==> src/rtl/mem_stage_if.sv <==
// Bundles the execute-side handshake, the data-memory port and the
// memory/writeback register outputs of the memory stage.
interface mem_stage_if;
    // execute -> memory stage
    logic        x_valid;
    logic [31:0] x_alu_result;
    logic [31:0] x_store_data;
    logic [4:0]  x_write_reg_addr;
    logic        x_reg_write;
    logic        x_mem_read;
    logic        x_mem_write;
    logic        x_mem_reg;
    logic        x_ready;

    // data-memory port
    logic [31:0] data_addr;
    logic [31:0] mem_write_data;
    logic        mem_read;
    logic        mem_write;
    logic [31:0] mem_read_data;
    logic        mem_ready;

    // memory/writeback register and status
    logic        mw_valid;
    logic        mw_reg_write;
    logic [4:0]  mw_reg_write_addr;
    logic [31:0] mw_write_data;
    logic        bus_error;

    // upstream stage / memory / register file side
    modport master (
        output x_valid, x_alu_result, x_store_data, x_write_reg_addr,
               x_reg_write, x_mem_read, x_mem_write, x_mem_reg,
               mem_read_data, mem_ready,
        input  x_ready, data_addr, mem_write_data, mem_read, mem_write,
               mw_valid, mw_reg_write, mw_reg_write_addr, mw_write_data,
               bus_error
    );

    // memory stage side
    modport slave (
        input  x_valid, x_alu_result, x_store_data, x_write_reg_addr,
               x_reg_write, x_mem_read, x_mem_write, x_mem_reg,
               mem_read_data, mem_ready,
        output x_ready, data_addr, mem_write_data, mem_read, mem_write,
               mw_valid, mw_reg_write, mw_reg_write_addr, mw_write_data,
               bus_error
    );
endinterface

==> src/rtl/mem_stage.sv <==
// Memory stage of the 5-stage pipeline: holds the XM register, drives the
// data-memory port with wait-state tolerance and abort, and produces the
// MW register that feeds the register-file write port.
module mem_stage #(
    parameter int unsigned MAX_WAIT = 15,
    parameter int unsigned WAIT_W   = 8
) (
    input logic        clk,
    input logic        rst,
    mem_stage_if.slave bus
);

    localparam logic [WAIT_W-1:0] WAIT_LAST = WAIT_W'(MAX_WAIT - 1);

    typedef enum logic {
        IDLE   = 1'b0,
        ACCESS = 1'b1
    } state_t;

    state_t            state;
    logic [WAIT_W-1:0] wait_cnt;

    logic        xm_valid;
    logic [31:0] xm_alu_result;
    logic [31:0] xm_store_data;
    logic [4:0]  xm_write_reg_addr;
    logic        xm_reg_write;
    logic        xm_mem_read;
    logic        xm_mem_write;
    logic        xm_mem_reg;

    logic        mw_valid;
    logic        mw_reg_write;
    logic [4:0]  mw_reg_write_addr;
    logic [31:0] mw_write_data;
    logic        bus_error;

    logic        xm_mem_op;
    logic        xm_illegal;
    logic        xm_legal;
    logic        in_access;
    logic        abort;
    logic        stall;
    logic        x_legal_mem;
    logic [31:0] retire_data;

    // Decode of the held op, wait-state abort and upstream back-pressure.
    always_comb begin
        xm_mem_op   = xm_valid & (xm_mem_read | xm_mem_write);
        xm_illegal  = xm_valid & ((xm_mem_read & xm_mem_write) |
                                  (xm_mem_op & (xm_alu_result[1:0] != 2'b00)));
        xm_legal    = ~xm_illegal;
        in_access   = (state == ACCESS);
        abort       = in_access & ~bus.mem_ready & (wait_cnt == WAIT_LAST);
        stall       = in_access & ~bus.mem_ready & ~abort;
        x_legal_mem = bus.x_valid & (bus.x_mem_read ^ bus.x_mem_write) &
                      (bus.x_alu_result[1:0] == 2'b00);
        retire_data = (xm_mem_reg & xm_mem_read & xm_legal & ~abort) ?
                      bus.mem_read_data : xm_alu_result;
    end

    // Memory port and MW outputs.
    always_comb begin
        bus.x_ready           = ~stall;
        bus.data_addr         = xm_alu_result;
        bus.mem_write_data    = xm_store_data;
        bus.mem_read          = xm_valid & xm_mem_read  & xm_legal & in_access;
        bus.mem_write         = xm_valid & xm_mem_write & xm_legal & in_access;
        bus.mw_valid          = mw_valid;
        bus.mw_reg_write      = mw_reg_write;
        bus.mw_reg_write_addr = mw_reg_write_addr;
        bus.mw_write_data     = mw_write_data;
        bus.bus_error         = bus_error;
    end

    // Access FSM, XM register, MW register and sticky error flag.
    // A legal memory op enters ACCESS on the same edge it loads into XM, so
    // ACCESS always means "XM holds a legal memory op awaiting mem_ready".
    always_ff @(posedge clk) begin
        if (rst) begin
            state             <= IDLE;
            wait_cnt          <= '0;
            xm_valid          <= 1'b0;
            xm_alu_result     <= '0;
            xm_store_data     <= '0;
            xm_write_reg_addr <= '0;
            xm_reg_write      <= 1'b0;
            xm_mem_read       <= 1'b0;
            xm_mem_write      <= 1'b0;
            xm_mem_reg        <= 1'b0;
            mw_valid          <= 1'b0;
            mw_reg_write      <= 1'b0;
            mw_reg_write_addr <= '0;
            mw_write_data     <= '0;
            bus_error         <= 1'b0;
        end else if (stall) begin
            wait_cnt     <= wait_cnt + WAIT_W'(1);
            mw_valid     <= 1'b0;
            mw_reg_write <= 1'b0;
        end else begin
            mw_valid          <= xm_valid;
            mw_reg_write      <= xm_valid & xm_reg_write & xm_legal & ~abort;
            mw_reg_write_addr <= xm_write_reg_addr;
            mw_write_data     <= retire_data;
            if (xm_illegal | abort) begin
                bus_error <= 1'b1;
            end

            xm_valid          <= bus.x_valid;
            xm_alu_result     <= bus.x_alu_result;
            xm_store_data     <= bus.x_store_data;
            xm_write_reg_addr <= bus.x_write_reg_addr;
            xm_reg_write      <= bus.x_reg_write;
            xm_mem_read       <= bus.x_mem_read;
            xm_mem_write      <= bus.x_mem_write;
            xm_mem_reg        <= bus.x_mem_reg;
            state             <= x_legal_mem ? ACCESS : IDLE;
            wait_cnt          <= '0;
        end
    end

endmodule

==> src/flat_wrapper.sv <==
// flat-port wrapper written by rule: the top's interface ports become plain ports
module mem_stage_flat 
#(
    parameter int unsigned MAX_WAIT = 15,
    parameter int unsigned WAIT_W   = 8
)
  (clk, rst, bus_x_valid, bus_x_alu_result, bus_x_store_data, bus_x_write_reg_addr, bus_x_reg_write, bus_x_mem_read, bus_x_mem_write, bus_x_mem_reg, bus_mem_read_data, bus_mem_ready, bus_x_ready, bus_data_addr, bus_mem_write_data, bus_mem_read, bus_mem_write, bus_mw_valid, bus_mw_reg_write, bus_mw_reg_write_addr, bus_mw_write_data, bus_bus_error);
  mem_stage_if bus_i ();
  input logic clk;
  input logic rst;
  input wire logic [$bits(bus_i.x_valid)-1:0] bus_x_valid;
  input wire logic [$bits(bus_i.x_alu_result)-1:0] bus_x_alu_result;
  input wire logic [$bits(bus_i.x_store_data)-1:0] bus_x_store_data;
  input wire logic [$bits(bus_i.x_write_reg_addr)-1:0] bus_x_write_reg_addr;
  input wire logic [$bits(bus_i.x_reg_write)-1:0] bus_x_reg_write;
  input wire logic [$bits(bus_i.x_mem_read)-1:0] bus_x_mem_read;
  input wire logic [$bits(bus_i.x_mem_write)-1:0] bus_x_mem_write;
  input wire logic [$bits(bus_i.x_mem_reg)-1:0] bus_x_mem_reg;
  input wire logic [$bits(bus_i.mem_read_data)-1:0] bus_mem_read_data;
  input wire logic [$bits(bus_i.mem_ready)-1:0] bus_mem_ready;
  output wire logic [$bits(bus_i.x_ready)-1:0] bus_x_ready;
  output wire logic [$bits(bus_i.data_addr)-1:0] bus_data_addr;
  output wire logic [$bits(bus_i.mem_write_data)-1:0] bus_mem_write_data;
  output wire logic [$bits(bus_i.mem_read)-1:0] bus_mem_read;
  output wire logic [$bits(bus_i.mem_write)-1:0] bus_mem_write;
  output wire logic [$bits(bus_i.mw_valid)-1:0] bus_mw_valid;
  output wire logic [$bits(bus_i.mw_reg_write)-1:0] bus_mw_reg_write;
  output wire logic [$bits(bus_i.mw_reg_write_addr)-1:0] bus_mw_reg_write_addr;
  output wire logic [$bits(bus_i.mw_write_data)-1:0] bus_mw_write_data;
  output wire logic [$bits(bus_i.bus_error)-1:0] bus_bus_error;
  assign bus_i.x_valid = bus_x_valid;
  assign bus_i.x_alu_result = bus_x_alu_result;
  assign bus_i.x_store_data = bus_x_store_data;
  assign bus_i.x_write_reg_addr = bus_x_write_reg_addr;
  assign bus_i.x_reg_write = bus_x_reg_write;
  assign bus_i.x_mem_read = bus_x_mem_read;
  assign bus_i.x_mem_write = bus_x_mem_write;
  assign bus_i.x_mem_reg = bus_x_mem_reg;
  assign bus_i.mem_read_data = bus_mem_read_data;
  assign bus_i.mem_ready = bus_mem_ready;
  assign bus_x_ready = bus_i.x_ready;
  assign bus_data_addr = bus_i.data_addr;
  assign bus_mem_write_data = bus_i.mem_write_data;
  assign bus_mem_read = bus_i.mem_read;
  assign bus_mem_write = bus_i.mem_write;
  assign bus_mw_valid = bus_i.mw_valid;
  assign bus_mw_reg_write = bus_i.mw_reg_write;
  assign bus_mw_reg_write_addr = bus_i.mw_reg_write_addr;
  assign bus_mw_write_data = bus_i.mw_write_data;
  assign bus_bus_error = bus_i.bus_error;
  mem_stage #(.MAX_WAIT(MAX_WAIT), .WAIT_W(WAIT_W)) u_core (.clk(clk), .rst(rst), .bus(bus_i));
endmodule
==> config.mk <==
export PLATFORM = sky130hd
export DESIGN_NAME = mem_stage_flat
export DESIGN_NICKNAME = d
export VERILOG_FILES = /design/src/rtl/mem_stage_if.sv /design/src/rtl/mem_stage.sv /design/src/flat_wrapper.sv
export SDC_FILE = /design/constraint.sdc
export NUM_CORES = 1
export LEC_CHECK = 0
export CAP_MARGIN = 20
export CORE_MARGIN = 1
export CORE_UTILIZATION = 40
export CTS_CLUSTER_SIZE = 16
export DETAILED_ROUTE_END_ITERATION = 8
export HOLD_SLACK_MARGIN = 0.15
export PLACE_DENSITY = 0.86
export SYNTH_ARGS = -nofsm -noshare
export SYNTH_HDL_FRONTEND = slang
export SYNTH_SLANG_ARGS = --single-unit
==> constraint.sdc <==
create_clock -name clk -period 5.3 [get_ports clk]
set_input_delay 1.06 -clock clk [delete_from_list [all_inputs] [get_ports clk]]
set_output_delay 1.06 -clock clk [all_outputs]
set_load 0.01 [all_outputs]
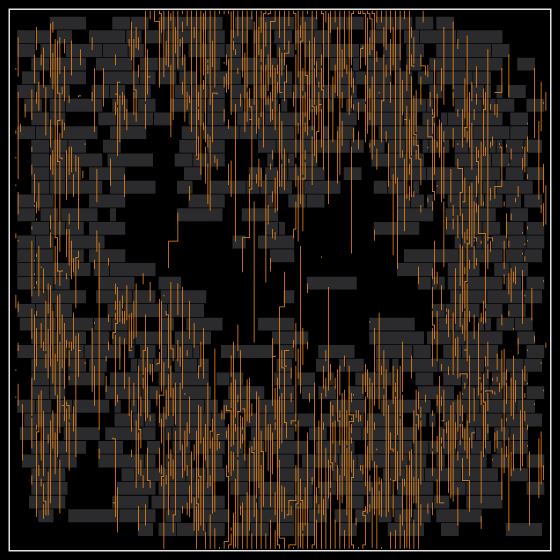
Fig. 1. Metal 2 (run 1).
Cells faint in the background.
share of all routed wire: 51%
wire length on this layer: 6540 microns
main direction: vertical

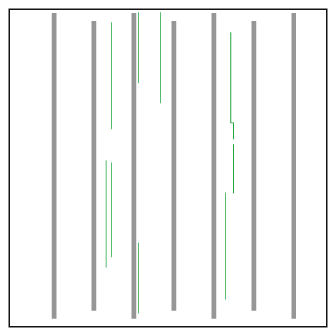
Fig. 2. M4 wires (run 1).
Supply wires on this layer in grey.
nets with wire on the layer: 5
share of all routed wire: 2.1%
longest straight run: 36.0 microns
wire length on this layer: 272 microns

==> job_summary.md, run 1 <==
## Synthesis and layout report

| Metric | Value |
|---|---|
| Outcome | `finished, final reports clean` |
| Clock buffer count from CTS | `17` |
| Routed length on met2 | `around 6500 microns` |
| Sequential power | `just over 0.001 W` |
| Commonest cells after routing, fill and taps aside | `clkdlybuf4s50_1 (215), dfxtp_1 (123), a22o_1 (79)` |
| Number of global-route vias before repair | `roughly 4.0k` |
| Insertion Delay late pin | `about 0.52 ns` |
| R2r startpoint | `u_core.wait_cnt[0]` |
| Ports | `between 200 and 250` |
| GR Util met2 | `0.394` |
| PwrDens | `~350 nW/um^2` |
| Hold slack | `about 0.47 ns` |
| Vias | `4088` |
| Nonclk inv count | `2` |
| Initial DRC Count | `around 250` |
| DRC Markers | `0` |
| Synth Flop Type | `dfxtp_1` |
| Logic area | `between 1500 and 2000 sq um` |
| Worst path setup slack after routing | `between 1.5 and 2 ns` |
| Fraction of area in multi-input gates | `0.245` |
| Dpl hpwl | `roughly 8500 microns` |
| Worst setup SP type | `input port` |
| P_comb | `about 0.00028 W` |
| Synth Net Count | `~530` |
| Number of cells on the critical path | `4` |
| R2R setup slack | `between 2 and 3 ns` |
| Fin cells | `slightly below 800` |
| GRT Resource Usage Total | `0.224` |
| Arr. time, crit path | `approximately 2.5 ns` |
| Most used cell, CP | `clkdlybuf4s50_1` |
| Pre-CTS setup slack | `1.71 ns` |
| Hold path endpoint | `u_core.bus.mem_write_data[9]` |
| Post-cts sizing count | `0` |
| Slowest stage delay, CP | `0.52 ns` |
| Final period utilization | `0.670` |
| CP Cell Sequence | `clkdlybuf4s50_1 > nor2b_1 > o31ai_1 > clkdlybuf4s50_1` |
| R2R cell count | `8` |
| Critical-path top delay cell | `clkdlybuf4s50_1` |
| DR vias/cell | `5.27` |
| Worst Path Max Fanout | `3` |
| Max Slew Vio Count | `0` |
| Total power | `around 0.0026 W` |
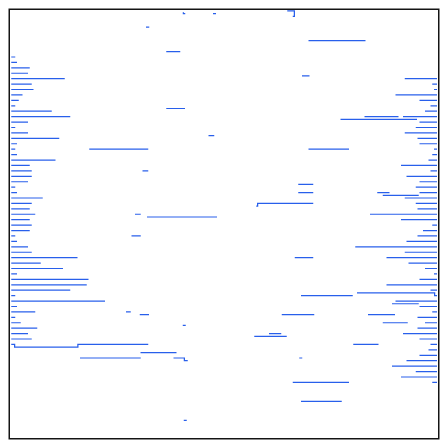
Fig. 3. Metal 3 (run 1).
longest straight run: 23.2 microns
wire length on this layer: 908 microns
nets with wire on the layer: 130
main direction: horizontal

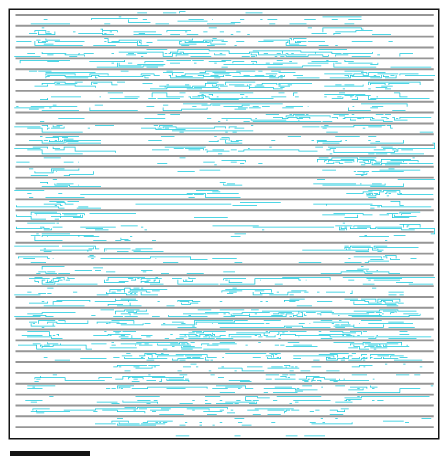
Fig. 4. Signal wires on met1 (run 1).
Scale bar: 20 microns. Supply wires on this layer in grey.
nets with wire on the layer: 620
main direction: horizontal
share of all routed wire: 40%
longest straight run: 28.1 microns
wire length on this layer: 5150 microns

==> run 1: Yosys cell counts, drive strengths merged (2+ instances only) <==
| cell type | number | share of area |
|---|---|---|
| a22o | 79 | 0.16 |
| and2 | 2 | 0.0028 |
| buf | 19 | 0.023 |
| clkbuf | 19 | 0.016 |
| dfxtp | 123 | 0.55 |
| ha | 2 | 0.0056 |
| inv | 2 | 0.0017 |
| nand2 | 67 | 0.057 |
| nand2b | 3 | 0.0042 |
| nand3 | 4 | 0.0045 |
| nand4 | 2 | 0.0028 |
| nor2 | 11 | 0.0093 |
| nor3b | 2 | 0.0034 |
| o211ai | 64 | 0.11 |
| o31ai | 2 | 0.0034 |
| or2 | 2 | 0.0028 |
| xor2 | 6 | 0.012 |
==> inputs of run 2 (changes only) <==
==> constraint.sdc (replaced) <==
create_clock -name clk -period 3.58 [get_ports clk]
set_input_delay 0.716 -clock clk [delete_from_list [all_inputs] [get_ports clk]]
set_output_delay 0.716 -clock clk [all_outputs]
set_load 0.01 [all_outputs]
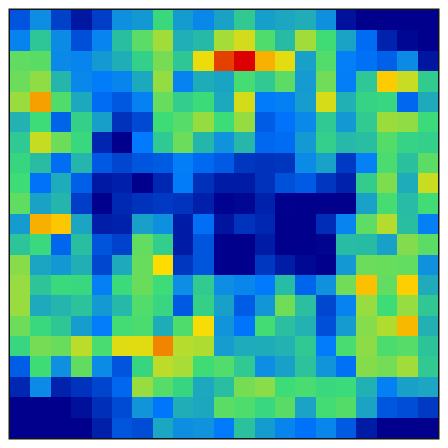
Fig. 5. Wiring heat map (run 2).
21 x 21 tiles, from dark blue (low) to red (high), scaled to the fullest tile. Values are wire area over tile area, all layers added.
mean over tiles: 0.17
tiles over half the peak: 26%
emptiest ninth of the die: middle

==> run 2 against run 1 <==
Net effect:
- flip-flop count unchanged
- first-iteration DRC count rose by 35%
- critical path depth is 1 higher
- sequential share of layout area is 0.44 points higher
- final cell count stayed put
- wire length is 3.0% lower
- utilization fell by 0.89 points
- synthesized area unchanged
- clock skew fell by 0.0010 ns
- combinational power is 49% higher
- synthesized cell count did not move
- largest power group unchanged
- highest routed layer unchanged
==> job_summary.md, run 2 <==
## Synthesis and layout report

| Metric | Value |
|---|---|
| Fraction of area in multi-input gates | `0.248 (+0.00325)` |
| DRC Markers | `0 (unchanged)` |
| Hold path endpoint | `u_core.bus.mw_write_data[29]` |
| Synth top cells by count | `dfxtp_1 (123), a22o_1 (79), nand2_1 (67)` |
| Post-cts sizing count | `0 (unchanged)` |
| Dpl hpwl | `8300 microns (-2.6%)` |
| Synth Flop Type | `dfxtp_1` |
| GRT Resource Usage Total | `0.217 (-0.00751)` |
| Simple Share, Synth | `0.102` |
| Clk slew on worst S/H paths | `0.05 ns` |
| Worst setup SP type | `flop` |
| Outcome | `finished, final reports clean` |
| Post-Synth Adder-Cell Area | `0.00564` |
| Period minus WS final | `between 2 and 3 ns` |
| Commonest cells after routing, fill and taps aside | `clkdlybuf4s50_1 (215), dfxtp_1 (123), a22o_1 (79)` |
| Worst Path Max Fanout | `5 (+2)` |
| Logic area | `1800 sq um (unchanged)` |
| R2R cell count | `7 (-1)` |
| Max Slew Vio Count | `0 (unchanged)` |
| CTS tree | `yes` |
| Critical path class | `flop to output port` |
| Area leader share | `0.555 (unchanged)` |
| Nonclk inv count | `2 (unchanged)` |
| Diode count | `0` |
| Arr. time, crit path | `2.19 ns (-0.30 ns)` |
| Total power | `0.00351 W (+35%)` |
| Met3 WL | `around 810 microns` |
| # port buffers | `between 200 and 250` |
| CTS H-tree depth | `4` |
| Vias | `4035 (-1.3%)` |
| Pre-CTS setup slack | `0.723 ns (-0.988 ns)` |
| R2R setup slack | `1.55 ns (-1.33 ns)` |
| NumNets Final | `~740` |
| Yosys aoi share | `0.283` |
| Worst path setup slack after routing | `0.671 ns (-1.08 ns)` |
| Insertion Delay late pin | `0.49 ns (-0.03 ns)` |
| MUX share of area | `0` |
| Synth area leader | `dfxtp_1` |
| R2r startpoint | `u_core.wait_cnt[0]` |
| Main area contributors | `dfxtp_1 (55%), a22o_1 (16%), o211ai_1 (11%)` |
| Global-route wire length before repair | `just under 20000 microns` |
| Most frequent cell after synthesis | `dfxtp_1` |
| Synth Net Count | `532 (unchanged)` |
| Clock network area share | `0.0770` |
| Hold slack | `0.467 ns (-0.00213 ns)` |
| Fin cells | `776 (unchanged)` |
| DR vias/cell | `5.20 (-1.3%)` |
| Routed length on met2 | `6280 microns (-3.9%)` |
| Number of global-route vias before repair | `3945 (-0.43%)` |
| Ys async rst share | `0` |
| Sequential power | `0.00149 W (+48%)` |
| Initial DRC Count | `337 (+35%)` |
| Final period utilization | `0.813` |
| P_comb | `0.000420 W (+49%)` |
| PwrDens | `484 nW/um^2 (+37%)` |
| Number of enable flip-flop cells | `0` |
| Clock buffer count from CTS | `17 (unchanged)` |
| Ports | `216 (unchanged)` |
| Placement Cell Area | `around 6700 sq um` |
run 2: routing by layer:
metal / vias up / track usage
met4: 0 / 0.0734
met1: 1914 / 0.258
li1: 1974 / -
met2: 141 / 0.367
met3: 6 / 0.0696
met5: - / 0
run 2: critical path, stage by stage, from the launching register on:
cell	delay [ns]
dfxtp_1	0.35
inv_1	0.07
ha_1	0.15
nand2b_1	0.18
o31ai_1	0.34
clkdlybuf4s50_1	0.62
run 2: logic make-up after synthesis:
family                     Yosys count
AOI/OAI and AO/OA                  151
DFF                                123
and+or+nand+nor                     98
buffers and inverters               40
xor gates and xnor gates             7
adders and majority gates            2
==> inputs of run 3 (changes only) <==
==> constraint.sdc (replaced) <==
create_clock -name clk -period 2.8 [get_ports clk]
set_input_delay 0.56 -clock clk [delete_from_list [all_inputs] [get_ports clk]]
set_output_delay 0.56 -clock clk [all_outputs]
set_load 0.01 [all_outputs]
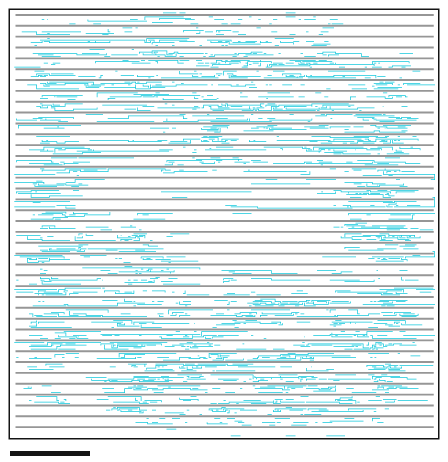
Fig. 6. Signal wires on met1 (run 3).
Scale bar: 20 microns. Supply wires on this layer in grey.
main direction: horizontal
share of all routed wire: 42%
nets with wire on the layer: 630
wire length on this layer: 5280 microns
vias: 4117
DRT Wirelength: 12500 microns
met1 Usage GRT: 0.252

==> run 3 against run 2 <==
Net effect:
- worst setup slack worse by 0.35 ns
- hold slack better by 0.0032 ns
- synthesized cell count stayed put
- die size stayed put
- largest cell class unchanged
- highest routed layer unchanged
==> job_summary.md, run 3 <==
## Synthesis and layout report

| Metric | Value |
|---|---|
| Outcome | `finished, final reports clean` |
| Crit path buffers/inverters | `1 (-1)` |
| CP Cell Sequence | `nor2_1 > nand3_1 > nor3b_1 > clkdlybuf4s50_1` |
| R2R cell count | `7 (unchanged)` |
| Slowest stage delay, CP | `0.58 ns (-0.04 ns)` |
| Hold path endpoint | `u_core.bus.mem_write_data[23]` |
| GR Util met2 | `0.369 (+0.00184)` |
| Global-route wire length before repair | `19400 microns (+0.10%)` |
| R2R setup slack | `0.81 ns (-0.74 ns)` |
| Top Family by Delay on Critical Path | `buffers and inverters` |
| Most frequent cell after synthesis | `dfxtp_1` |
| Diode count | `0 (unchanged)` |
| Fraction of layout cells with a size suffix above 1 | `0.0705` |
| CTS H-tree depth | `4 (unchanged)` |
| PwrDens | `606 nW/um^2 (+25%)` |
| Hold slack | `0.471 ns (+0.00322 ns)` |
| NumNets Final | `738 (+0.41%)` |
| DR vias/cell | `5.29 (+1.8%)` |
| Initial DRC Count | `266 (-21%)` |
| Placement Cell Area | `6710 sq um (+0.15%)` |
| # port buffers | `215 (unchanged)` |
| Number of enable flip-flop cells | `0 (unchanged)` |
| Synth Flop Type | `dfxtp_1` |
| Number of cells on the critical path | `4 (-1)` |
| R2r startpoint | `u_core.wait_cnt[0]` |
| Total power | `0.00440 W (+25%)` |
| Insertion Delay late pin | `0.50 ns (about the same)` |
| Ys async rst share | `0 (unchanged)` |
| End point of the critical path | `bus_mem_read` |
| Routed length on met2 | `6210 microns (-1.1%)` |
| Root Buffer | `clkbuf_8` |
| Logic area | `1810 sq um (+0.28%)` |
| Worst setup SP type | `flop` |
| GR Util met3 | `0.0630 (-0.00666)` |
| Fin cells | `778 (+0.26%)` |
| Clock buffer count from CTS | `17 (unchanged)` |
| Main area contributors | `dfxtp_1 (55%), a22o_1 (16%), o211ai_1 (11%)` |
| Arr. time, crit path | `1.91 ns (-0.28 ns)` |
| Max Slew Vio Count | `0 (unchanged)` |
| Worst Path Max Fanout | `6 (+1)` |
| Area leader share | `0.555 (unchanged)` |
| Grt peak-use layer | `met2` |
| GRT Resource Usage Total | `0.216 (-0.00133)` |
| Dpl hpwl | `8730 microns (+5.3%)` |
| Synth area leader | `dfxtp_1` |
| Critical-path top delay cell | `clkdlybuf4s50_1` |
| Ports | `216 (unchanged)` |
| Period minus WS final | `2.47 ns` |
| Final period utilization | `0.884` |
| Met3 WL | `781 microns (-4.1%)` |
| Synth Net Count | `532 (unchanged)` |
| FF-to-FF End | `u_core.bus.mw_write_data[25]` |
| Pre-CTS setup slack | `0.333 ns (-0.390 ns)` |
| CTS tree | `yes` |
| DRC Markers | `0 (unchanged)` |
| Clk slew on worst S/H paths | `0.06 ns (about the same)` |
| Synth top cells by count | `dfxtp_1 (123), a22o_1 (79), nand2_1 (67)` |
| Post-cts sizing count | `0 (unchanged)` |
| Worst path setup slack after routing | `0.325 ns (-0.346 ns)` |
-- run 3: final cells by class --
class                           instances  area share
Inverter                                2     0.00103
Clock buffer                           19      0.0608
Multi-Input combinational cell        258       0.249
Clock inverter                         11      0.0136
Timing Repair Buffer                  225       0.312
Sequential cell                       123       0.339
Tap cell                              140      0.0241
-- run 3: logic make-up after synthesis --
kind of cell | count (synthesis) | share of synthesized area
adder cells (fa/ha/maj) | 2 | 0.00564
AND/OR/NAND/NOR | 98 | 0.102
buffers and inverters | 40 | 0.0409
AND-OR/OR-AND | 151 | 0.283
XOR/XNOR | 7 | 0.0138
flip-flops | 123 | 0.555
-- run 3: report_power, final --
part	leakage, nW	total [W]	internal, W	switching (W)
sequential	1.02	0.00191	0.00185	0.0000633
clock	0.250	0.00196	0.00121	0.000750
combinational	1.39	0.000533	0.000349	0.000184
Power figures rest on the tool's default switching activity, not on a simulated workload.
